==> config.mk <==
export PLATFORM = sky130hd
export DESIGN_NAME = program_loader
export DESIGN_NICKNAME = d
export VERILOG_FILES = /design/src/rtl/program_loader_pkg.sv /design/src/rtl/program_loader_byte_packer.sv /design/src/rtl/program_loader.sv
export SDC_FILE = /design/constraint.sdc
export NUM_CORES = 1
export LEC_CHECK = 0
export CORE_MARGIN = 10
export CORE_UTILIZATION = 23
export CTS_BUF_LIST = sky130_fd_sc_hd__clkbuf_8
export DETAILED_ROUTE_END_ITERATION = 12
export GPL_TIMING_DRIVEN = 0
export HOLD_SLACK_MARGIN = 0.12
export SYNTH_ARGS = -nofsm -noshare
export SYNTH_HDL_FRONTEND = slang
export SYNTH_HIERARCHICAL = 1
export SYNTH_SLANG_ARGS = --single-unit
export TNS_END_PERCENT = 20
==> constraint.sdc <==
create_clock -name clk -period 5.8 [get_ports clk]
set_input_delay 1.16 -clock clk [delete_from_list [all_inputs] [get_ports clk]]
set_output_delay 1.16 -clock clk [all_outputs]
set_load 0.03 [all_outputs]
==> src/rtl/program_loader_pkg.sv <==
// Shared definitions for the program download path: loader states, word width and the
// end-of-program marker, also used by the debug unit.
package program_loader_pkg;

    localparam int unsigned WORD_W = 32;
    localparam logic [WORD_W-1:0] DEFAULT_HALT_WORD = 32'hFFFF_FFFF;

    typedef enum logic [2:0] {
        StIdle,
        StRecv,
        StWrite,
        StDone,
        StError
    } loader_state_e;

endpackage

==> src/rtl/program_loader_byte_packer.sv <==
// Packs received bytes MSB first into one instruction word and flags the byte that
// completes the word.
module program_loader_byte_packer
    import program_loader_pkg::*;
#(
    parameter int unsigned DATA_W         = WORD_W,
    parameter int unsigned BYTES_PER_WORD = 4,
    localparam int unsigned CNT_W         = $clog2(BYTES_PER_WORD + 1)
) (
    input  logic              clk,
    input  logic              rst,
    input  logic              clear,
    input  logic              shift_en,
    input  logic [7:0]        rx_data,
    output logic [DATA_W-1:0] word,
    output logic [CNT_W-1:0]  byte_cnt,
    output logic              word_ready
);

    logic [DATA_W-1:0] word_q;
    logic [CNT_W-1:0]  cnt_q;

    assign word_ready = shift_en && (cnt_q == CNT_W'(BYTES_PER_WORD - 1));
    assign word       = word_q;
    assign byte_cnt   = cnt_q;

    always_ff @(posedge clk) begin
        if (rst || clear) begin
            word_q <= '0;
            cnt_q  <= '0;
        end else if (shift_en) begin
            word_q <= {word_q[DATA_W-9:0], rx_data};
            cnt_q  <= word_ready ? '0 : cnt_q + 1'b1;
        end
    end

endmodule

==> src/rtl/program_loader.sv <==
// Download loader: assembles UART bytes into instructions and writes them to instruction
// memory at consecutive word addresses until the HALT word, overflow or a byte timeout.
module program_loader
    import program_loader_pkg::*;
#(
    parameter int unsigned       DATA_W         = WORD_W,
    parameter int unsigned       BYTES_PER_WORD = 4,
    parameter int unsigned       MAX_WORDS      = 1024,
    parameter logic [DATA_W-1:0] HALT_WORD      = DEFAULT_HALT_WORD,
    parameter int unsigned       TIMEOUT        = 100000
) (
    input  logic              clk,
    input  logic              rst,
    input  logic              start,
    input  logic [7:0]        rx_data,
    input  logic              rx_valid,
    output logic              load_program,
    output logic              wr_instruction,
    output logic [31:0]       instr_addr,
    output logic [DATA_W-1:0] instr_data,
    output logic [31:0]       word_count,
    output logic              load_done,
    output logic              load_error
);

    localparam int unsigned CNT_W = $clog2(BYTES_PER_WORD + 1);

    loader_state_e    state_q, state_d;
    logic [31:0]      addr_q, count_q, timer_q;
    logic [CNT_W-1:0] byte_cnt;
    logic             word_ready, shift_en, clear_packer;
    logic             restart, timed_out, is_halt, at_last_addr;

    assign restart      = start && (state_q inside {StIdle, StDone, StError});
    assign timed_out    = (state_q == StRecv) && (byte_cnt != '0) && (timer_q == TIMEOUT);
    assign is_halt      = (instr_data == HALT_WORD);
    assign at_last_addr = (addr_q == 32'(MAX_WORDS - 1));

    // A byte in the WRITE cycle belongs to the next word unless the loader is stopping.
    always_comb begin
        shift_en     = 1'b0;
        clear_packer = restart || timed_out;
        if (rx_valid) begin
            if (state_q == StRecv) begin
                shift_en = !timed_out;
            end else if (state_q == StWrite) begin
                shift_en = !is_halt && !at_last_addr;
            end
        end
    end

    always_comb begin
        state_d = state_q;
        unique case (state_q)
            StIdle, StDone, StError: if (restart) state_d = StRecv;
            StRecv: begin
                if (timed_out) begin
                    state_d = StError;
                end else if (word_ready) begin
                    state_d = StWrite;
                end
            end
            StWrite: begin
                if (is_halt) begin
                    state_d = StDone;
                end else if (at_last_addr) begin
                    state_d = StError;
                end else begin
                    state_d = StRecv;
                end
            end
            default: state_d = StIdle;
        endcase
    end

    always_ff @(posedge clk) begin
        if (rst) begin
            state_q <= StIdle;
            addr_q  <= '0;
            count_q <= '0;
        end else begin
            state_q <= state_d;
            if (restart) begin
                addr_q  <= '0;
                count_q <= '0;
            end else if (state_q == StWrite) begin
                addr_q  <= addr_q + 1'b1;
                count_q <= count_q + 1'b1;
            end
        end
    end

    // Counts idle cycles only while a word is partially assembled.
    always_ff @(posedge clk) begin
        if (rst || state_q != StRecv || rx_valid || byte_cnt == '0) begin
            timer_q <= '0;
        end else if (timer_q != TIMEOUT) begin
            timer_q <= timer_q + 1'b1;
        end
    end

    program_loader_byte_packer #(
        .DATA_W        (DATA_W),
        .BYTES_PER_WORD(BYTES_PER_WORD)
    ) u_byte_packer (
        .clk       (clk),
        .rst       (rst),
        .clear     (clear_packer),
        .shift_en  (shift_en),
        .rx_data   (rx_data),
        .word      (instr_data),
        .byte_cnt  (byte_cnt),
        .word_ready(word_ready)
    );

    assign load_program   = (state_q == StRecv) || (state_q == StWrite);
    assign wr_instruction = (state_q == StWrite);
    assign load_done      = (state_q == StDone);
    assign load_error     = (state_q == StError);
    assign instr_addr     = addr_q;
    assign word_count     = count_q;

endmodule

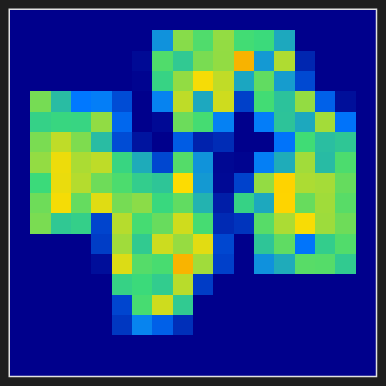
(images/cell_density.png)
(2 px per um) 18 x 18 tiles, from dark blue (low) to red (high), 0 to 100% covered.
mean over tiles: 23%
nearly empty tiles: 50%
emptiest ninth of the die: lower left
fullest tile: 80%
tiles over 75% full: 1.2%

==> results.cfg <==
; flow metrics
[run_status]
outcome = completed

[layout]
syn_to_final_growth_pct = 32.55
ff_count = 134
comb_cells = 497
nNonClkBuffers = 145
fin_area_mm2 = 0.008092
logic_area_mm2 = 0.003156
seqCellArea_mm2 = 0.002683
n_all_inverters = 9
buffer_area_frac = 0.1661
layout_top_cell = dfxtp_1
comb_share = 0.3900
instances_no_fill = 1152

[clock_network]
post_cts.repair.setup_buffers = 0
worstSkewPairLatency_ns = 0.44
cts_hold_buf = 0
cts_tree = done
clock_sinks = 134
htree_num_levels = 4
cts_root_buffer = clkbuf_8

[synthesis]
yosysTopAreaCellShare = 0.4394
synth_nets = 691
ys_warn_count = 6
syn_inst = 674
async_reset_ff_frac = 0
common_cells = 134 x dfxtp_1, 115 x nor2_1, 66 x xor2_1, 41 x nand4_1, 35 x nand2_1
avgSynthCellArea_um2 = 9.057
synth_area_mm2 = 0.006105
ff_type = dfxtp_1
yosys_cells = 674
area_leaders = dfxtp_1 44%, xor2_1 9.5%, nor2_1 7.1%
top_area_cell = dfxtp_1

[pwr]
internal_power_w = 0.001528
p_leak_nw = 2.723
comb_power_w = 0.000195
swShare = 0.2495
pwr-share-clk = 0.443
switchingPower_w = 0.0005081
pwr-share-seq = 0.462
cellPowerDensity_mw_per_mm2 = 251.6

[placement]
dp_slack_ns = 2.420
hpwlAfterDp_um = 11960
io_buffers = 111
gp_congestion = 0.7870

[detailed_routing]
drtPass1Iterations = 4
drcViolationCount = 0
drt_iter0_drc = 302
vias = 5158
via_per_inst = 4.477
highest_layer = met4

[setup_path]
required_ns = 4.64
r2r_slack_ns = 2.81
worst_setup_path_start_kind = register
slowest_delay_ns = 0.74
path_cells = buf_4, or3b_1, buf_6, buf_2, inv_1, clkdlybuf4s50_1
arrival_ns = 2.65
worst-path-stages = 6
cp-end-kind = primary output
reg2reg_from = instr_addr[0]
cp-endpoint = wr_instruction

[die]
floorplan.core_util = 0.2343
io_pins = 112
die_h_um = 182.9
nWellTaps = 335

[sta]
setup_ws_ns = 1.990
timing.hold.ws_ns = 0.4973
layout_min_cycle_time_ns = 3.810
setup_viol = 0

[global_route]
grt_max_degree = 17
grt_util_met1 = 0.1224
groute.usage.overall = 0.09759
grt_busiest_layer = met2

[worst_hold_path]
hold_start = timer_q[31]

[flow_run]
warnings = 27
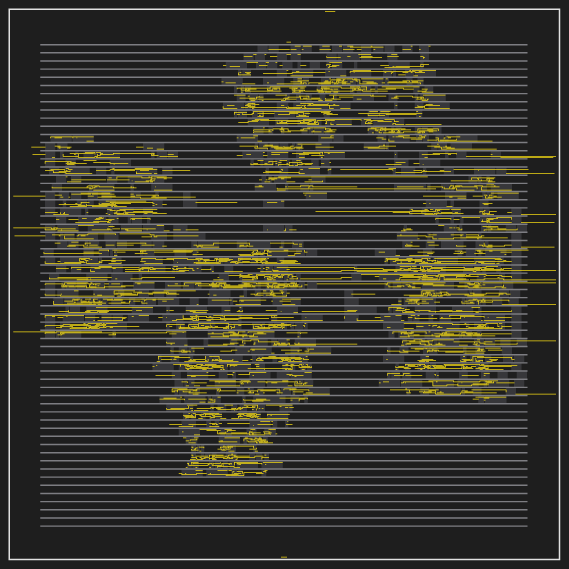
(images/layer_met1.png)
(3 px per um) Supply wires on this layer in grey.
nets with wire on the layer: 730
main direction: horizontal
share of all routed wire: 47%
longest straight run: 52.9 um

No activity file was given, so power comes from the tool's default toggle rates.
